==> config.mk <==
export PLATFORM = sky130hd
export DESIGN_NAME = coin_request_collector
export DESIGN_NICKNAME = d
export VERILOG_FILES = /design/src/rtl/coin_request_collector.sv
export SDC_FILE = /design/constraint.sdc
export NUM_CORES = 1
export LEC_CHECK = 0
export CELL_PAD_IN_SITES_DETAIL_PLACEMENT = 0
export CELL_PAD_IN_SITES_GLOBAL_PLACEMENT = 1
export CORE_UTILIZATION = 42
export DETAILED_ROUTE_END_ITERATION = 10
export GPL_TIMING_DRIVEN = 1
export PLACE_DENSITY_LB_ADDON = 0.1
export SYNTH_ARGS = -nofsm -noshare
export SYNTH_HDL_FRONTEND = slang
export SYNTH_SLANG_ARGS = --single-unit
export TNS_END_PERCENT = 20
==> constraint.sdc <==
create_clock -name clk -period 6.85 [get_ports clk]
set_clock_uncertainty 0.1 [all_clocks]
set_input_delay 1.37 -clock clk [delete_from_list [all_inputs] [get_ports clk]]
set_output_delay 1.37 -clock clk [all_outputs]
set_load 0.03 [all_outputs]
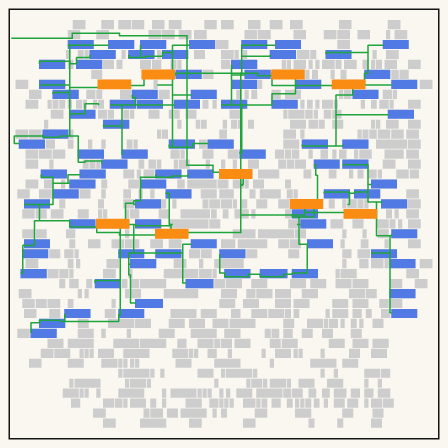
run_1/clock_wires.png
[green] clock wires | length: 1100 um
[orange] clock-net drivers | count: 9
[blue] flip-flops | count: 88
routed clock nets: 10
Clock Power Share: 41.3%
clk ins delay skew pair: 0.34 ns
Clock group: 494 uW

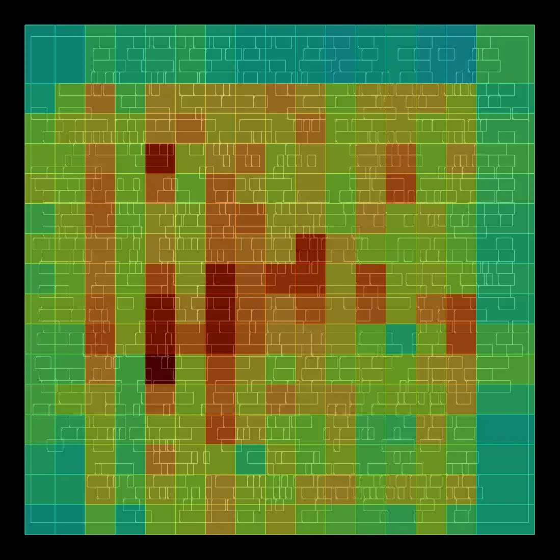
run_1/congestion_map.png
average wire per standard cell: 16.6 um
gr usage total: 21.8%

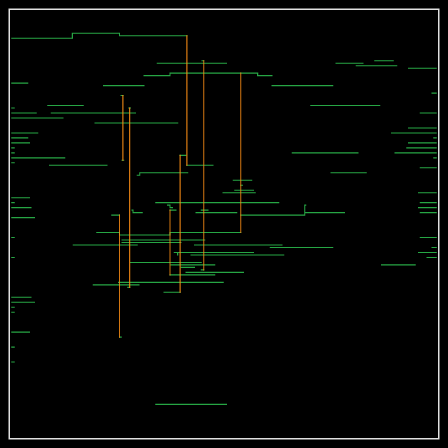
run_1/layers.png
Two of the layers only.
| colour | layer | wire length |
|---|---|---|
| green | M3 | 920 um |
| orange | M4 | 291 um |
vias: 4508
Post-Route WL: 13900 um

==> GITHUB_STEP_SUMMARY, run 1 <==
### Yosys + OpenROAD results

| Metric | Value |
|---|---|
| Chip Width | `117 um` |
| Worst path required time | `5.38 ns` |
| Worst hold slack | `0.346 ns` |
| Antenna Nets Post-Route | `0` |
| Crit. End Element | `output port` |
| CTS tree | `yes` |
| Grt total ovfl | `0` |
| Fp_density | `43.6%` |
| Row count | `41` |
| Floorplan Nets | `685` |
| Sequential area share after synthesis | `31.8%` |
| Final min period | `6.54 ns` |
| Final hold violation count | `0` |
| Port Buffers | `85` |
| Non-Filler Instances | `835` |
| Syn Area/Cell | `9.41 um2` |
| Slowest-stage cell, CP | `fa_1` |
| Final setup violating endpoints | `0` |
| DRC viols | `0` |
| Vias in the first global route | `4339` |
| Cell repeated most along the worst path | `ha_1` |
| CP Cell Sequence | `ha_1 -> ha_1 -> ha_1 -> fa_1 -> ha_1 -> inv_1 -> fa_1 -> fa_1 -> inv_1 -> ha_1 -> nand2_1 -> o21ai_0 -> or4_1 -> nand2_1 -> xnor2_1 -> dlygate4sd2_1` |
| Fin crit share | `95.5%` |
| Final Slew Violations | `0` |
| Setup WS pre-CTS | `0.185 ns` |
| Max_cap viols | `0` |
| Area grow syn2layout | `22.1%` |
| Post-synth top cells | `88 x dfxtp_1, 65 x nor2_1, 61 x ha_1` |
| Crit. path cell count | `16` |
| Async SR Flop Fraction | `0%` |
| Core area | `0.0127 mm2` |
| Largest net degree at the start of global routing | `46` |
| Placed Cells | `819` |
| Peak VDD IR | `0.000131 V` |
| Number of enable flip-flop cells | `0` |
| Worst r2r path cells | `7` |
| Drt first pass iters | `5` |
| Synth flops | `88` |
| P_leak | `2.91 nW` |
| Util after Layout | `53.2%` |
| CP max FO | `6` |
| Yosys chip area | `0.00554 mm2` |
| CP peak stage delay | `0.54 ns` |
| CP top delay family | `adder cells` |
| Unique cell types | `63` |
| Top-area cell share | `31.8%` |
| Mapped cell area | `0.00554 mm2` |
| Top FF cell, synth | `dfxtp_1` |
| Int Pwr | `867 uW` |
| Clk buf depth | `2` |
| Power per cell area | `177 mW/mm2` |
| Worst path bufs/invs | `3` |
| Yosys warns | `0` |
| Initial antenna violation count | `0` |
| Outcome | `complete, no violations` |
| Dpl hpwl | `10400 um` |
| Vias/cell | `5.40` |
| Setup TNS | `0 ns` |
| RSZ-0062 raised after global routing | `no` |
| GPL Wtd Cong | `0.834` |
| Top cell type by instance count after synthesis | `dfxtp_1` |
| Initial DRC count | `333` |
| Worst slew pin tran | `0.886 ns` |
| Max FFs per register | `24` |
| CP Launch Type | `register` |
| # Cells Yosys | `589` |
| Crit path kind | `register to output port` |
| Die H | `117 um` |
| Worst hold path cell count | `2` |
| Clk pin slew, worst setup/hold paths | `0.07 ns` |
| Power Total | `1.19 mW` |
| Clock sink count | `88` |
| Final nets | `754` |
| Cell type with the largest total area | `dfxtp_1` |
| Cts hold-fix bufs | `0` |
| Cells after synthesis | `589` |
-- run 1: area by class of cell --
class / instances / area [um2]
clock inverter: 6 / 67.6
clock buffer: 10 / 229
inverter: 53 / 199
multi-input combinational: 417 / 3410
timing repair buffer: 89 / 875
sequential: 88 / 1770
fill: 1279 / 5960
tap: 172 / 215
-- run 1: per-layer routing --
metal / global-route usage, % / vias up / wire (um)
met2: 34.8 / 150 / 6250
met5: 0 / - / 0
met4: 6.67 / 0 / 291
met3: 4.84 / 18 / 919
met1: 29.5 / 2131 / 6420
li1: - / 2209 / -
-- run 1: layout by cell type (no fill, tap or decap), types with 8 or more instances in the layout --
cell type and n:
dfxtp_1 85, clkdlybuf4s50_1 80, nor2_1 65, ha_1 61, inv_1 53, nand2_1 37
a21oi_1 36, o21ai_0 21, o2bb2ai_1 21, fa_1 19, a22o_1 17, mux2i_1 14
xnor2_1 12, clkbuf_16 9, o211ai_1 8
-- run 1: repair_timing --
action                                  in CTS  in global routing
buffers inserted                             0                  0
gates resized                                4                  6
endpoints found under the setup margin       4                  5
-- run 1: cell families (layout without fill, tap and decap cells) --
family	after synthesis	after routing	synth area share (%)
flops	88	88	31.8
compound gates	151	151	19.7
fa+ha+maj	80	80	20.6
buf+inv	84	158	6.62
simple gates	147	147	12.8
xor+xnor	19	19	3.34
mux	20	20	5.10
-- run 1: power groups by stage --
stage	registers, mW	logic [mW]	clock network [mW]
floorplan	0.560	0.0966	0
detailed placement	0.545	0.168	0
global route	0.535	0.183	0.523
CTS	0.534	0.169	0.503
finish	0.533	0.167	0.494
global placement	0.545	0.167	0
run_1/pinout.png
Pins as bars across the die edge, other pins in grey.
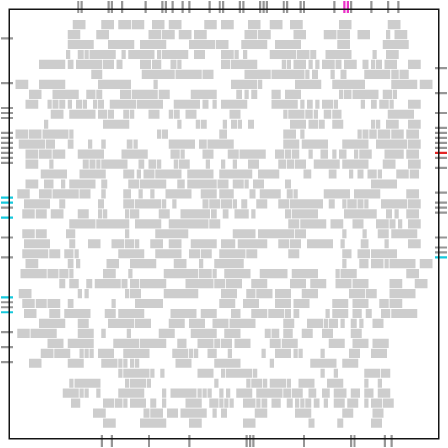

==> run 2, diff against run 1 <==
Settings changed: PLACE_DENSITY set to 0.78, PLACE_DENSITY_LB_ADDON 0.1 to not set.
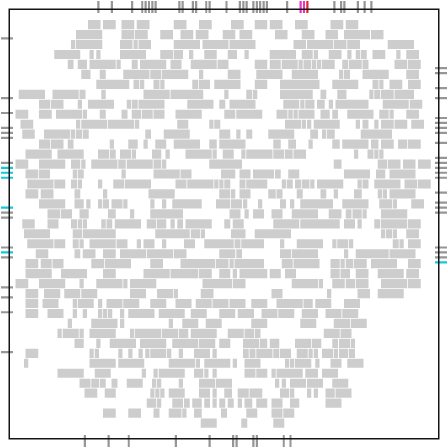
run_2/pinout.png
Pins as bars across the die edge, other pins in grey.
| colour | port | pins | direction | edge |
|---|---|---|---|---|
| magenta | `serviceTypeIn` | 2 | input | top |
| red | `coinReject` | 1 | output | top |
| cyan | `reqCoinD` | 6 | output | 5 left, 1 right |
all pins by edge: 33 top, 22 right, 20 left, 11 bottom
Port Buffers: 85
Die H: 117 um
Chip Width: 117 um

==> run 2 against run 1 <==
Net effect:
- area after synthesis is the same
- die area is the same
- maximum frequency is essentially flat
==> GITHUB_STEP_SUMMARY, run 2 <==
### Yosys + OpenROAD results

| Metric | Value |
|---|---|
| Dpl hpwl | `10400 um (about the same)` |
| Clk buf depth | `2 (unchanged)` |
| CTS tree | `yes` |
| Largest net degree at the start of global routing | `46 (unchanged)` |
| Cell type with the largest total area | `dfxtp_1` |
| Vias | `4541 (+0.73%)` |
| Yosys chip area | `0.00554 mm2 (unchanged)` |
| Clk ins delay skew pair | `0.34 ns (about the same)` |
| Power per cell area | `178 mW/mm2 (+0.90%)` |
| Most numerous logic cells after layout | `86 x dfxtp_1, 80 x clkdlybuf4s50_1, 65 x nor2_1, 61 x ha_1, 53 x inv_1` |
| Crit. path cell count | `16 (unchanged)` |
| Cell repeated most along the worst path | `ha_1` |
| Final setup violating endpoints | `0 (unchanged)` |
| Antenna Nets Post-Route | `0 (unchanged)` |
| Outcome | `complete, no violations` |
| Initial DRC count | `206 (-38%)` |
| Non-Filler Instances | `833 (-0.24%)` |
| Number of enable flip-flop cells | `0 (unchanged)` |
| Core area | `0.0127 mm2 (unchanged)` |
| # Cells Yosys | `589 (unchanged)` |
| Worst path bufs/invs | `3 (unchanged)` |
| Synth flops | `88 (unchanged)` |
| Mapped cell area | `0.00554 mm2 (unchanged)` |
| Crit path kind | `register to output port` |
| Final hold violation count | `0 (unchanged)` |
| Grt total ovfl | `0 (unchanged)` |
| Max FFs per register | `24 (unchanged)` |
| Average wire per standard cell | `16.5 um (-0.72%)` |
| Setup TNS | `0 ns (unchanged)` |
| Top-area cell share | `31.8% (unchanged)` |
| Top FF cell, synth | `dfxtp_1` |
| Sequential area share after synthesis | `31.8% (unchanged)` |
| Clock sink count | `88 (unchanged)` |
| Top cell type by instance count after synthesis | `dfxtp_1` |
| Clk pin slew, worst setup/hold paths | `0.06 ns (about the same)` |
| Slowest-stage cell, CP | `fa_1` |
| DRC viols | `0 (unchanged)` |
| CP peak stage delay | `0.54 ns (about the same)` |
| Worst slew pin tran | `0.938 ns (+0.0514 ns)` |
| Fin crit share | `95.5% (about the same)` |
| Async SR Flop Fraction | `0% (unchanged)` |
| Syn Area/Cell | `9.41 um2 (unchanged)` |
| Setup WS pre-CTS | `0.167 ns (-0.0180 ns)` |
| Post-Route WL | `13700 um (-0.96%)` |
| Vias in the first global route | `4452 (+2.6%)` |
| Fillers | `1270 (-0.70%)` |
| Gr usage total | `21.3% (-0.50 points)` |
| CP top delay family | `adder cells` |
| Final min period | `6.54 ns (-0.00147 ns)` |
| Row count | `41 (unchanged)` |
| CP Launch Type | `register` |
| P_leak | `2.91 nW (about the same)` |
| Crit. End Element | `output port` |
| Initial antenna violation count | `0 (unchanged)` |
| Peak VDD IR | `0.000113 V (-14%)` |
| Area grow syn2layout | `22.1% (about the same)` |
| Yosys warns | `0 (unchanged)` |
| Fp_density | `43.6% (unchanged)` |
| Worst hold path cell count | `2 (unchanged)` |
| CP Cell Sequence | `ha_1 -> ha_1 -> ha_1 -> fa_1 -> ha_1 -> inv_1 -> fa_1 -> fa_1 -> inv_1 -> ha_1 -> nand2_1 -> o21ai_0 -> or4_1 -> nand2_1 -> xnor2_1 -> dlygate4sd2_1` |
| CP max FO | `6 (unchanged)` |
| GPL Wtd Cong | `0.890 (+6.7%)` |
| Vias/cell | `5.45 (+0.97%)` |
| Placed Cells | `818 (-0.12%)` |
| Max Clock Freq | `153 MHz` |
| Unique cell types | `63 (unchanged)` |
| Floorplan Nets | `685 (unchanged)` |
| Cells after synthesis | `589 (unchanged)` |
| Drt first pass iters | `4 (-1)` |
| Power Total | `1.21 mW (+0.96%)` |
| Worst r2r path cells | `7 (unchanged)` |
| Max_cap viols | `0 (unchanged)` |
-- run 2: what timing repair did --
item,in CTS,in global routing
hold buffers,0,0
setup buffers,0,0
setup endpoints to repair,4,6
gates resized,4,5
-- run 2: kinds of logic (layout without fill, tap and decap cells) --
kind of cell,count (synthesis),in the layout,synth area share (%)
AND-OR/OR-AND,151,151,19.7
AND/OR/NAND/NOR,147,147,12.8
flip-flops,88,88,31.8
XOR/XNOR,19,19,3.34
adder cells (fa/ha/maj),80,80,20.6
buffers and inverters,84,156,6.62
multiplexers,20,20,5.10
-- run 2: worst register-to-register path, stage by stage (launching register included) --
cell and delay [ns]:
dfxtp_1 0.49, mux4_1 0.60, ha_1 0.32, nand2_1 0.14, o2111a_1 0.47, o21ai_0 0.78, nand2_1 0.15, o31ai_1 0.10
-- run 2: layout make-up --
class	count	area, um2	share of cell area [%]
sequential	88	1760	26.1
timing repair buffer	88	867	12.8
inverter	53	199	2.94
tap	172	215	3.18
clock buffer	12	236	3.49
clock inverter	3	67.6	0.998
multi-input combinational	417	3420	50.5
-- run 2: where the power goes --
| group | internal, mW | switching (mW) |
|---|---|---|
| combinational | 0.0572 | 0.109 |
| sequential | 0.525 | 0.00851 |
| clock | 0.318 | 0.188 |
-- run 2: stage by stage --
stage | instance area, um2 | utilization, % | hold slack, ns
final | 6770 | 53.2 | 0.349
after global routing | 6770 | 53.2 | 0.368
after CTS | 6770 | 53.2 | 0.350
after detailed placement | 6470 | 50.8 | 0.344
after global placement | 6470 | 50.8 | 0.340
after floorplan | 5540 | - | 0.356
-- run 2: routing by layer --
layer  GRT usage [%]  up-vias  part of all wire [%]
met3            4.53       24                   5.4
li1                -     2218                     -
met5               0        -                     0
met2            35.5      126                    48
met1            27.5     2173                    45
met4            7.26        0                   2.3
Power is estimated from default activity; no workload was simulated.
